### src/rtl/riscv_mem_arbiter_pkg.sv
// Shared definitions for the instruction/data memory arbiter.
package riscv_mem_arbiter_pkg;

  localparam int unsigned DEF_ADDR_W         = 32;
  localparam int unsigned DEF_DATA_W         = 32;
  localparam int unsigned DEF_MAX_D_STREAK   = 4;
  localparam int unsigned DEF_TIMEOUT_CYCLES = 16;

  typedef logic [1:0] state_t;

  localparam state_t ST_IDLE    = 2'd0;
  localparam state_t ST_BUSY_IF = 2'd1;
  localparam state_t ST_BUSY_D  = 2'd2;
  localparam state_t ST_DONE    = 2'd3;

  typedef enum logic {
    OWN_IF = 1'b0,
    OWN_D  = 1'b1
  } owner_e;

endpackage

### src/rtl/riscv_arb_watchdog.sv
// Counts cycles of an outstanding memory transaction; flags the cycle in which
// the count reaches the timeout limit.
module riscv_arb_watchdog #(
  parameter int unsigned TIMEOUT_CYCLES = 16
) (
  input  logic clk,
  input  logic reset,
  input  logic clear,
  input  logic enable,
  output logic expired_c
);

  localparam int unsigned CNT_W = $clog2(TIMEOUT_CYCLES + 1);

  logic [CNT_W-1:0] count;

  always_ff @(posedge clk or posedge reset) begin
    if (reset) begin
      count <= '0;
    end else if (clear) begin
      count <= '0;
    end else if (enable) begin
      count <= count + CNT_W'(1);
    end
  end

  // True on the cycle whose increment brings the count to the limit.
  assign expired_c = enable && (count == CNT_W'(TIMEOUT_CYCLES - 1));

endmodule

### src/rtl/riscv_mem_arbiter.sv
// Arbitrates one single-port memory between the fetch and load/store ports,
// data first with a bounded streak, plus a timeout that forces an error completion.
module riscv_mem_arbiter
  import riscv_mem_arbiter_pkg::*;
#(
  parameter int unsigned ADDR_W         = DEF_ADDR_W,
  parameter int unsigned DATA_W         = DEF_DATA_W,
  parameter int unsigned MAX_D_STREAK   = DEF_MAX_D_STREAK,
  parameter int unsigned TIMEOUT_CYCLES = DEF_TIMEOUT_CYCLES
) (
  input  logic              clk,
  input  logic              reset,
  input  logic              if_req,
  input  logic [ADDR_W-1:0] if_addr,
  output logic              if_ready,
  output logic [DATA_W-1:0] if_rdata,
  input  logic              d_req,
  input  logic              d_we,
  input  logic [ADDR_W-1:0] d_addr,
  input  logic [DATA_W-1:0] d_wdata,
  output logic              d_ready,
  output logic [DATA_W-1:0] d_rdata,
  output logic              mem_req,
  output logic              mem_we,
  output logic [ADDR_W-1:0] mem_addr,
  output logic [DATA_W-1:0] mem_wdata,
  input  logic              mem_ack,
  input  logic [DATA_W-1:0] mem_rdata,
  output logic              bus_err
);

  localparam int unsigned STRK_W = $clog2(MAX_D_STREAK + 1);

  state_t            state;
  state_t            state_nxt;
  owner_e            owner;
  logic [STRK_W-1:0] streak;
  logic [STRK_W-1:0] streak_nxt;
  logic              busy;
  logic              expired;
  logic              grant_d;
  logic              grant_if;
  logic              complete;
  logic [DATA_W-1:0] cpl_data;

  logic              mem_req_nxt;
  logic              mem_we_nxt;
  logic [ADDR_W-1:0] mem_addr_nxt;
  logic [DATA_W-1:0] mem_wdata_nxt;
  logic              if_ready_nxt;
  logic              d_ready_nxt;
  logic [DATA_W-1:0] if_rdata_nxt;
  logic [DATA_W-1:0] d_rdata_nxt;
  logic              bus_err_nxt;

  assign busy     = (state == ST_BUSY_IF) || (state == ST_BUSY_D);
  assign owner    = (state == ST_BUSY_D) ? OWN_D : OWN_IF;
  assign complete = busy && (mem_ack || expired);
  // A timeout completes with zero data; a same-cycle ack takes precedence.
  assign cpl_data = mem_ack ? mem_rdata : '0;

  // Data wins unless fetch is waiting and data has used its whole streak.
  assign grant_d  = d_req && (!if_req || (streak < STRK_W'(MAX_D_STREAK)));
  assign grant_if = if_req && !grant_d;

  riscv_arb_watchdog #(
    .TIMEOUT_CYCLES(TIMEOUT_CYCLES)
  ) u_watchdog (
    .clk      (clk),
    .reset    (reset),
    .clear    (state == ST_DONE),
    .enable   (busy),
    .expired_c(expired)
  );

  always_ff @(posedge clk or posedge reset) begin
    if (reset) begin
      state <= ST_IDLE;
    end else begin
      state <= state_nxt;
    end
  end

  always_comb begin
    state_nxt = state;
    case (state)
      ST_IDLE: begin
        if (grant_d) begin
          state_nxt = ST_BUSY_D;
        end else if (grant_if) begin
          state_nxt = ST_BUSY_IF;
        end
      end
      ST_BUSY_IF, ST_BUSY_D: begin
        if (complete) begin
          state_nxt = ST_DONE;
        end
      end
      default: state_nxt = ST_IDLE;
    endcase
  end

  always_comb begin
    mem_req_nxt   = mem_req;
    mem_we_nxt    = mem_we;
    mem_addr_nxt  = mem_addr;
    mem_wdata_nxt = mem_wdata;
    if_rdata_nxt  = if_rdata;
    d_rdata_nxt   = d_rdata;
    if_ready_nxt  = 1'b0;
    d_ready_nxt   = 1'b0;
    bus_err_nxt   = 1'b0;
    streak_nxt    = streak;
    case (state)
      ST_IDLE: begin
        if (grant_d) begin
          mem_req_nxt   = 1'b1;
          mem_we_nxt    = d_we;
          mem_addr_nxt  = d_addr;
          mem_wdata_nxt = d_wdata;
          if (!if_req) begin
            streak_nxt = '0;
          end else if (streak != STRK_W'(MAX_D_STREAK)) begin
            streak_nxt = streak + STRK_W'(1);
          end
        end else if (grant_if) begin
          mem_req_nxt  = 1'b1;
          mem_we_nxt   = 1'b0;
          mem_addr_nxt = if_addr;
          streak_nxt   = '0;
        end
      end
      ST_BUSY_IF, ST_BUSY_D: begin
        if (complete) begin
          mem_req_nxt = 1'b0;
          bus_err_nxt = !mem_ack;
          if (owner == OWN_D) begin
            d_rdata_nxt = cpl_data;
            d_ready_nxt = 1'b1;
          end else begin
            if_rdata_nxt = cpl_data;
            if_ready_nxt = 1'b1;
          end
        end
      end
      default: ;
    endcase
  end

  always_ff @(posedge clk or posedge reset) begin
    if (reset) begin
      mem_req   <= 1'b0;
      mem_we    <= 1'b0;
      mem_addr  <= '0;
      mem_wdata <= '0;
      if_rdata  <= '0;
      d_rdata   <= '0;
      if_ready  <= 1'b0;
      d_ready   <= 1'b0;
      bus_err   <= 1'b0;
      streak    <= '0;
    end else begin
      mem_req   <= mem_req_nxt;
      mem_we    <= mem_we_nxt;
      mem_addr  <= mem_addr_nxt;
      mem_wdata <= mem_wdata_nxt;
      if_rdata  <= if_rdata_nxt;
      d_rdata   <= d_rdata_nxt;
      if_ready  <= if_ready_nxt;
      d_ready   <= d_ready_nxt;
      bus_err   <= bus_err_nxt;
      streak    <= streak_nxt;
    end
  end

endmodule

### config.mk
export PLATFORM = sky130hd
export DESIGN_NAME = riscv_mem_arbiter
export DESIGN_NICKNAME = d
export VERILOG_FILES = /design/src/rtl/riscv_mem_arbiter_pkg.sv /design/src/rtl/riscv_arb_watchdog.sv /design/src/rtl/riscv_mem_arbiter.sv
export SDC_FILE = /design/constraint.sdc
export NUM_CORES = 1
export LEC_CHECK = 0
export CAP_MARGIN = 10
export CORE_ASPECT_RATIO = 1.4
export CORE_MARGIN = 5
export CORE_UTILIZATION = 37
export DETAILED_ROUTE_END_ITERATION = 12
export PLACE_DENSITY = 0.81
export SYNTH_ARGS = -nofsm -noshare
export SYNTH_HDL_FRONTEND = slang
export SYNTH_SLANG_ARGS = --single-unit
### constraint.sdc
create_clock -name clk -period 4.5 [get_ports clk]
set_input_delay 0.9 -clock clk [delete_from_list [all_inputs] [get_ports clk]]
set_output_delay 0.9 -clock clk [all_outputs]
set_load 0.1 [all_outputs]
==> flow_metrics.tcl, run 1 <==
# yosys + openroad results
set metrics [dict create \
    cp_slowest_cell "clkdlybuf4s50_1" \
    ff_type "dfrtp_1" \
    layout_min_cycle_time_ps 2880 \
    synthArstFlopShare_pct 100 \
    cts_tree "done" \
    die-area_um2 18900 \
    cp_top_family "buffers and inverters" \
    avgSynthCellArea_um2 11.4 \
    synth-edff-count 0 \
    dp_worst_setup_slack_ps 1440 \
    r2r_slack_ps 2060 \
    met2_length_um 9200 \
    drv_cap 0 \
    clkSinkCount 143 \
    hold_buffers 0 \
    clock.fmax_ghz 0.347 \
    finClkSkew_ps 8.49 \
    gr-total-overflow 0 \
    dr_wl_met3_um 1150 \
    ys_area_um2 6000 \
    finalMaxSlewViolations 0 \
    arrival_ps 1980 \
    final_antenna_net_count 0 \
    gp_congestion 0.787 \
    finish.net_count 925 \
    insertion_delay_ps 410 \
    yosysUniqueCellTypes 34 \
    fin_ws_ps 1620 \
    drive_above_1_share_pct 10.2 \
    yosys_warnings 0 \
    outcome "finished, final reports clean" \
    ioPinCount 267 \
    synthesis.nets 667 \
    min_period_over_period_pct 64.0 \
    hpwl_um 12400 \
    core_util_floorplan_pct 37.4 \
    wl_met1_um 6300 \
    drt_iter0_drc 238 \
    tool_warnings 30 \
    crit_fanout 3 \
    area_growth_syn_to_layout_pct 56.4 \
    crit_chain "clkdlybuf4s50_1" \
    ys_seq_share_pct 59.6 \
    timing_worst_setup_path_type "flop to output pin" \
    hold_slack_ps 475 \
    dp_cells 964 \
    synthCells 526 \
    path_buffers 1 \
    stdcell_count 996 \
    grt_max_degree 90 \
    hold_class "flop to flop" \
    numPortBuffers 266 \
    cts_resized 0 \
    finalHoldViolCount 0 \
    dieHeight_um 161 \
    maxSlewHeadroom_pct 30.8 \
    drcViolationCount 0 \
    rsz0062_at_grt "false" \
    cp_slowest_stage_delay_ps 1190 \
    top_layer "met4" \
    firstDrtPassIters 4 \
    die_w_um 118 \
    start_kind "flop" \
]
## run 1: registers in the layout (all words and copies together), names as in the netlist, 2 cells and up
register and flops:
mem_addr 32, streak 3, state 2, mem_wdata 32, u_watchdog.count 5, d_rdata 32, if_rdata 32
## run 1: area by class of cell
class,instances,area [um^2]
Inverter,9,37.5
Timing Repair Buffer,276,2750
Multi-Input combinational cell,337,2160
Fill cell,1356,6650
Sequential cell,143,3580
Clock buffer,18,429
Clock inverter,14,180
Tap cell,199,249
## run 1: stage by stage
step	cell area [um^2]	util (%)
after floorplan	6010	-
after global placement	8780	54.7
after detailed placement	8780	54.7
after CTS	9390	58.5
after global routing	9390	58.5
final	9390	58.5
## run 1: Yosys cell counts (2+ instances only)
master / count / area share [%]
a31oi_1: 2 / 0.21
nor3b_1: 2 / 0.25
o21ai_0: 97 / 8.1
mux2_2: 5 / 0.94
ha_1: 7 / 1.5
nand2_1: 102 / 6.4
buf_12: 2 / 0.67
mux2_4: 27 / 6.8
o41ai_1: 2 / 0.29
clkbuf_2: 3 / 0.25
nand4_1: 2 / 0.21
inv_1: 9 / 0.56
mux2i_1: 32 / 5.3
a22o_1: 2 / 0.29
buf_8: 3 / 0.75
nor2_1: 3 / 0.19
buf_6: 3 / 0.56
dfrtp_1: 143 / 60
o21ai_1: 41 / 3.4
a32o_1: 2 / 0.33
clkbuf_1: 14 / 0.88
buf_4: 2 / 0.25
buf_2: 10 / 0.83
## run 1: kinds of logic after synthesis
| kind of cell | synth area share [%] |
|---|---|
| multiplexers | 13.0 |
| adder cells (fa/ha/maj) | 1.46 |
| AND-OR/OR-AND | 13.4 |
| flip-flops | 59.6 |
| buffers and inverters | 4.75 |
| AND/OR/NAND/NOR | 7.71 |
## run 1: cell usage in the layout (no fill, tap or decap), types with 2 or more instances in the layout
cell,n
a22o_1,2
a31oi_1,2
a32o_1,2
buf_4,9
bufinv_16,3
clkbuf_16,17
clkdlybuf4s50_1,266
clkinvlp_4,5
dfrtp_1,143
ha_1,7
inv_1,8
inv_6,5
mux2_2,5
mux2_4,27
mux2i_1,32
nand2_1,102
nand4_1,2
nor2_1,3
nor3b_1,2
o21ai_0,97
o21ai_1,40
o41ai_1,2
## run 1: routing by layer
metal | GRT usage [%] | up-vias
li1 | - | 2324
met1 | 19.6 | 2315
met2 | 32.6 | 152
met3 | 6.09 | 23
met4 | 5.69 | 0
met5 | 0 | -
## run 1: final timing paths
check                                end           startpoint  cells after the start
setup / recovery                 mem_req              mem_req                      1
hold / removal                d_rdata[6]           d_rdata[6]                      2
setup reg to reg            if_rdata[16]  u_watchdog.count[0]                      8
hold reg to reg               d_rdata[6]           d_rdata[6]                      2
max in group asynchronous   mem_addr[14]                reset                      3
min in group asynchronous  mem_wdata[14]                reset                      2
## run 1: worst reg2reg max path, delay by kind of cell, from the launching register on
kind	cells	cell delay [ps]
buffers and inverters	2	630
adders and majority gates	2	500
and+or+nand+nor	2	490
DFF	1	420
AOI/OAI and AO/OA	2	290
Fig. 1: run 1, placed cells, one color a class
Bar = 20 um. Fill, decap, tap and diode cells in gray.
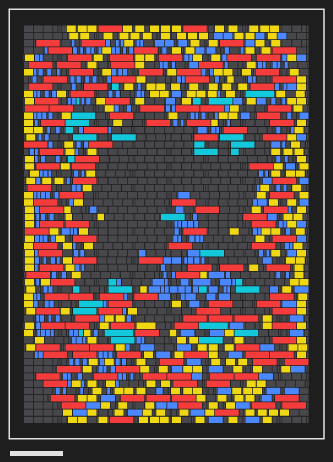
- cyan: clock drivers and dummy loads (cells 32; share of their area 6.7%)
- blue: combinational and other logic (cells 346; share of their area 24%)
- red: flops (cells 143; share of their area 39%)
- yellow: other buffers and delay cells (cells 276; share of their area 30%)
post-route cell area: 9390 um^2
row count: 55
final core occ: 58.5%
CORE AREA: 16000 um^2
Seq/total area: 38.1%

Fig. 2: run 1, the metal 1 layer
Supply wires on this layer in gray.
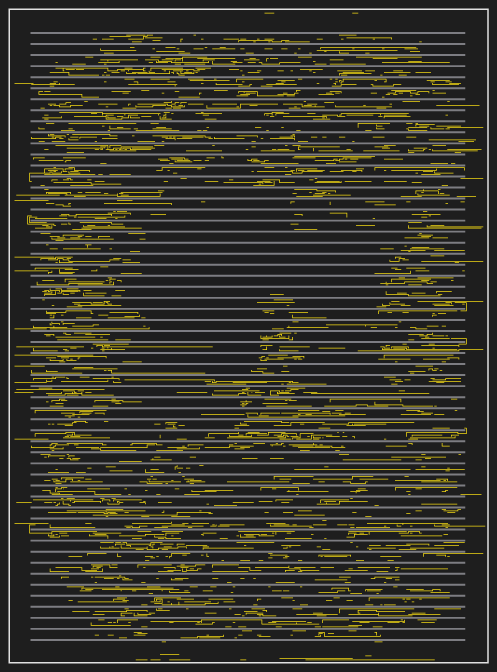
- share of all routed wire: 37%
- wire length on this layer: 6300 um
met1 Usage GRT: 19.6%
via count: 4814
Routed Wire Length: 17000 um

Fig. 3: run 1, track usage over the die
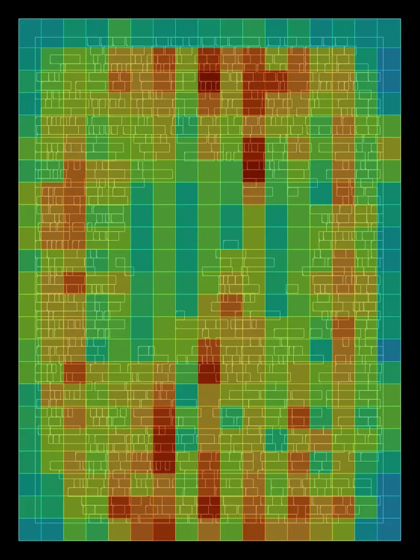
M2 GR Usage: 32.6%
DR WL/cell: 17.0 um
GRT Total Usage: 18.0%
met3 Usage GRT: 6.09%
busiest grt layer: met2

## Run 2: what changed since run 1
Clock period 4.5 ns to 2.5 ns, I/O delays scaled along.
==> run 2 against run 1 <==
Compared with the run above: core utilization decreased by 1.2 points; highest routed layer unchanged; routed wire length decreased by 0.45%; clock-buffer cell count unchanged; via count increased by 0.89%; largest cell class unchanged; critical path depth increased by 5; register-to-register slack got worse by 1600 ps; first-iteration DRC count increased by 2.5%.
==> flow_metrics.tcl, run 2 <==
# yosys + openroad results
set metrics [dict create \
    synthCells 526 \
    numPortBuffers 266 \
    drt_iter0_drc 244 \
    timing_worst_setup_path_type "flop to flop" \
    hold_class "primary input to asynchronous set/reset pin" \
    gp_congestion 0.788 \
    yosysUniqueCellTypes 34 \
    critPathLaunch "u_watchdog.count[0]" \
    clkSinkCount 143 \
    start_kind "flop" \
    yosysTopAreaCell "dfrtp_1" \
    final_antenna_net_count 0 \
    firstDrtPassIters 4 \
    avgSynthCellArea_um2 11.4 \
    hpwl_um 12400 \
    synthArstFlopShare_pct 100 \
    die_w_um 118 \
    gr-total-overflow 0 \
    final_common_cell "buf_4" \
    ff_type "dfrtp_1" \
    outcome "finished, final reports clean" \
    ys_seq_share_pct 59.6 \
    crit_fanout 63 \
    simple_gate_area_share_pct 7.71 \
    ys_area_um2 6000 \
    stdcell_count 1003 \
    comb_area_um2 2160 \
    synth-edff-count 0 \
    layout_top_cells "144 x buf_4, 143 x dfrtp_1, 133 x clkdlybuf4s50_1" \
    num_vias 4857 \
    yosys.area_share.aoi_pct 13.4 \
    top_cell "dfrtp_1" \
    ioPinCount 267 \
    tool_warnings 30 \
    r2r_start "u_watchdog.count[0]" \
    drcViolationCount 0 \
    drv_cap 0 \
    cts_tree "done" \
    wl_per_cell_um 16.9 \
    core_area_um2 16000 \
    regArea_um2 3580 \
    clock.fmax_ghz 0.494 \
]
==> run 2: area by class of cell <==
| class | count | share of cell area [%] |
|---|---|---|
| multi-input combinational | 337 | 23.5 |
| clock buffer | 18 | 4.67 |
| timing repair buffer | 283 | 27.5 |
| sequential | 143 | 38.9 |
| tap | 199 | 2.71 |
| clock inverter | 14 | 2.22 |
| inverter | 9 | 0.408 |
==> run 2: metrics by stage <==
stage / hold slack (ps) / setup WS (ps) / utilization (%) / cell area (um^2)
after floorplan: 443 / 209 / - / 6010
after global placement: 463 / 319 / 53.4 / 8560
after detailed placement: 472 / 284 / 53.4 / 8560
after CTS: 403 / 445 / 57.3 / 9190
after global routing: 413 / 331 / 57.3 / 9190
final: 415 / 477 / 57.3 / 9190
==> run 2: logic make-up (layout without fill, tap and decap cells) <==
logic type / after synthesis / count (layout)
simple gates: 114 / 114
compound gates: 152 / 152
fa+ha+maj: 7 / 7
flops: 143 / 143
buf+inv: 46 / 324
mux: 64 / 64
==> run 2: path summary, 6_finish.rpt <==
path | slack [ps] | depth (start not counted) | end
min in group clk | 480 | 2 | d_rdata[20]
worst max-delay path | 480 | 6 | d_rdata[26]
max in group asynchronous | 1490 | 3 | mem_addr[7]
worst min-delay path | 410 | 2 | mem_wdata[16]
worst max register to register | 480 | 6 | d_rdata[26]
worst min register to register | 480 | 2 | d_rdata[20]
==> run 2: worst max-delay path: stages (launching register included) <==
cell and delay [ps]:
dfrtp_1 420, ha_1 240, and3_1 190, ha_1 240, o211ai_1 350, buf_12 300
o21ai_0 140
==> run 2: per-layer routing <==
| metal | global-route usage, % | vias up | routed length (um) |
|---|---|---|---|
| li1 | - | 2338 | - |
| met1 | 20.4 | 2327 | 6410 |
| met2 | 31.7 | 164 | 9020 |
| met3 | 5.60 | 28 | 1070 |
| met4 | 6.73 | 0 | 408 |
| met5 | 0 | - | 0 |
Fig. 4: run 2, M4 wires
Bar = 20 um. Supply wires on this layer in gray. Cells faint in the background.
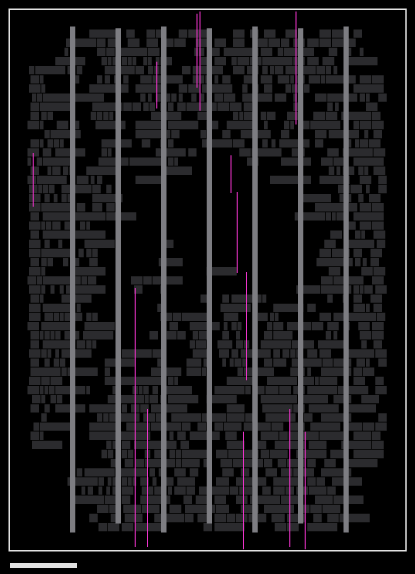
- main direction: vertical
- wire length on this layer: 408 um
- share of all routed wire: 2.4%
- nets with wire on the layer: 11
- longest straight run: 76.8 um

Fig. 5: run 2, track usage over the die
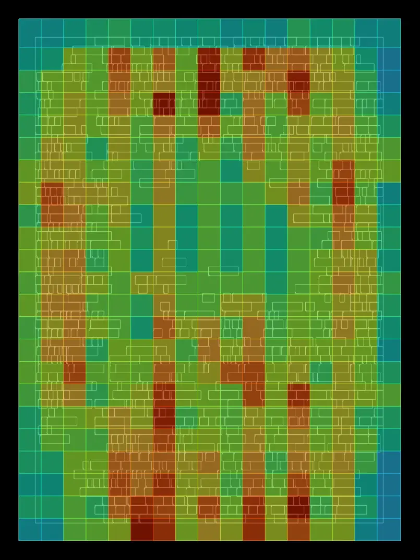
M2 GR Usage: 31.7%
met3 Usage GRT: 5.60%
final core occ: 57.3%

Fig. 6: run 2, local utilization
The die is cut into 12 by 16 equal tiles; white is low, dark blue is high, 0 to 100% covered.
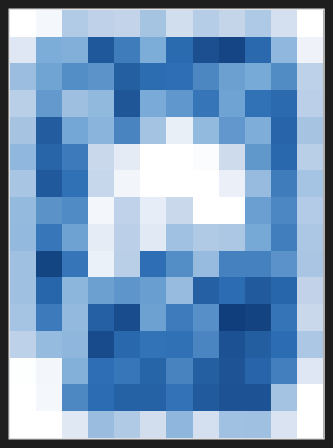
- nearly empty tiles: 8.3%
- mean over tiles: 47%
- emptiest ninth of the die: center
- fullest tile: 95%
- densest ninth of the die: bottom center
- tiles over 75% full: 21%
floorplan utilization: 37.4%

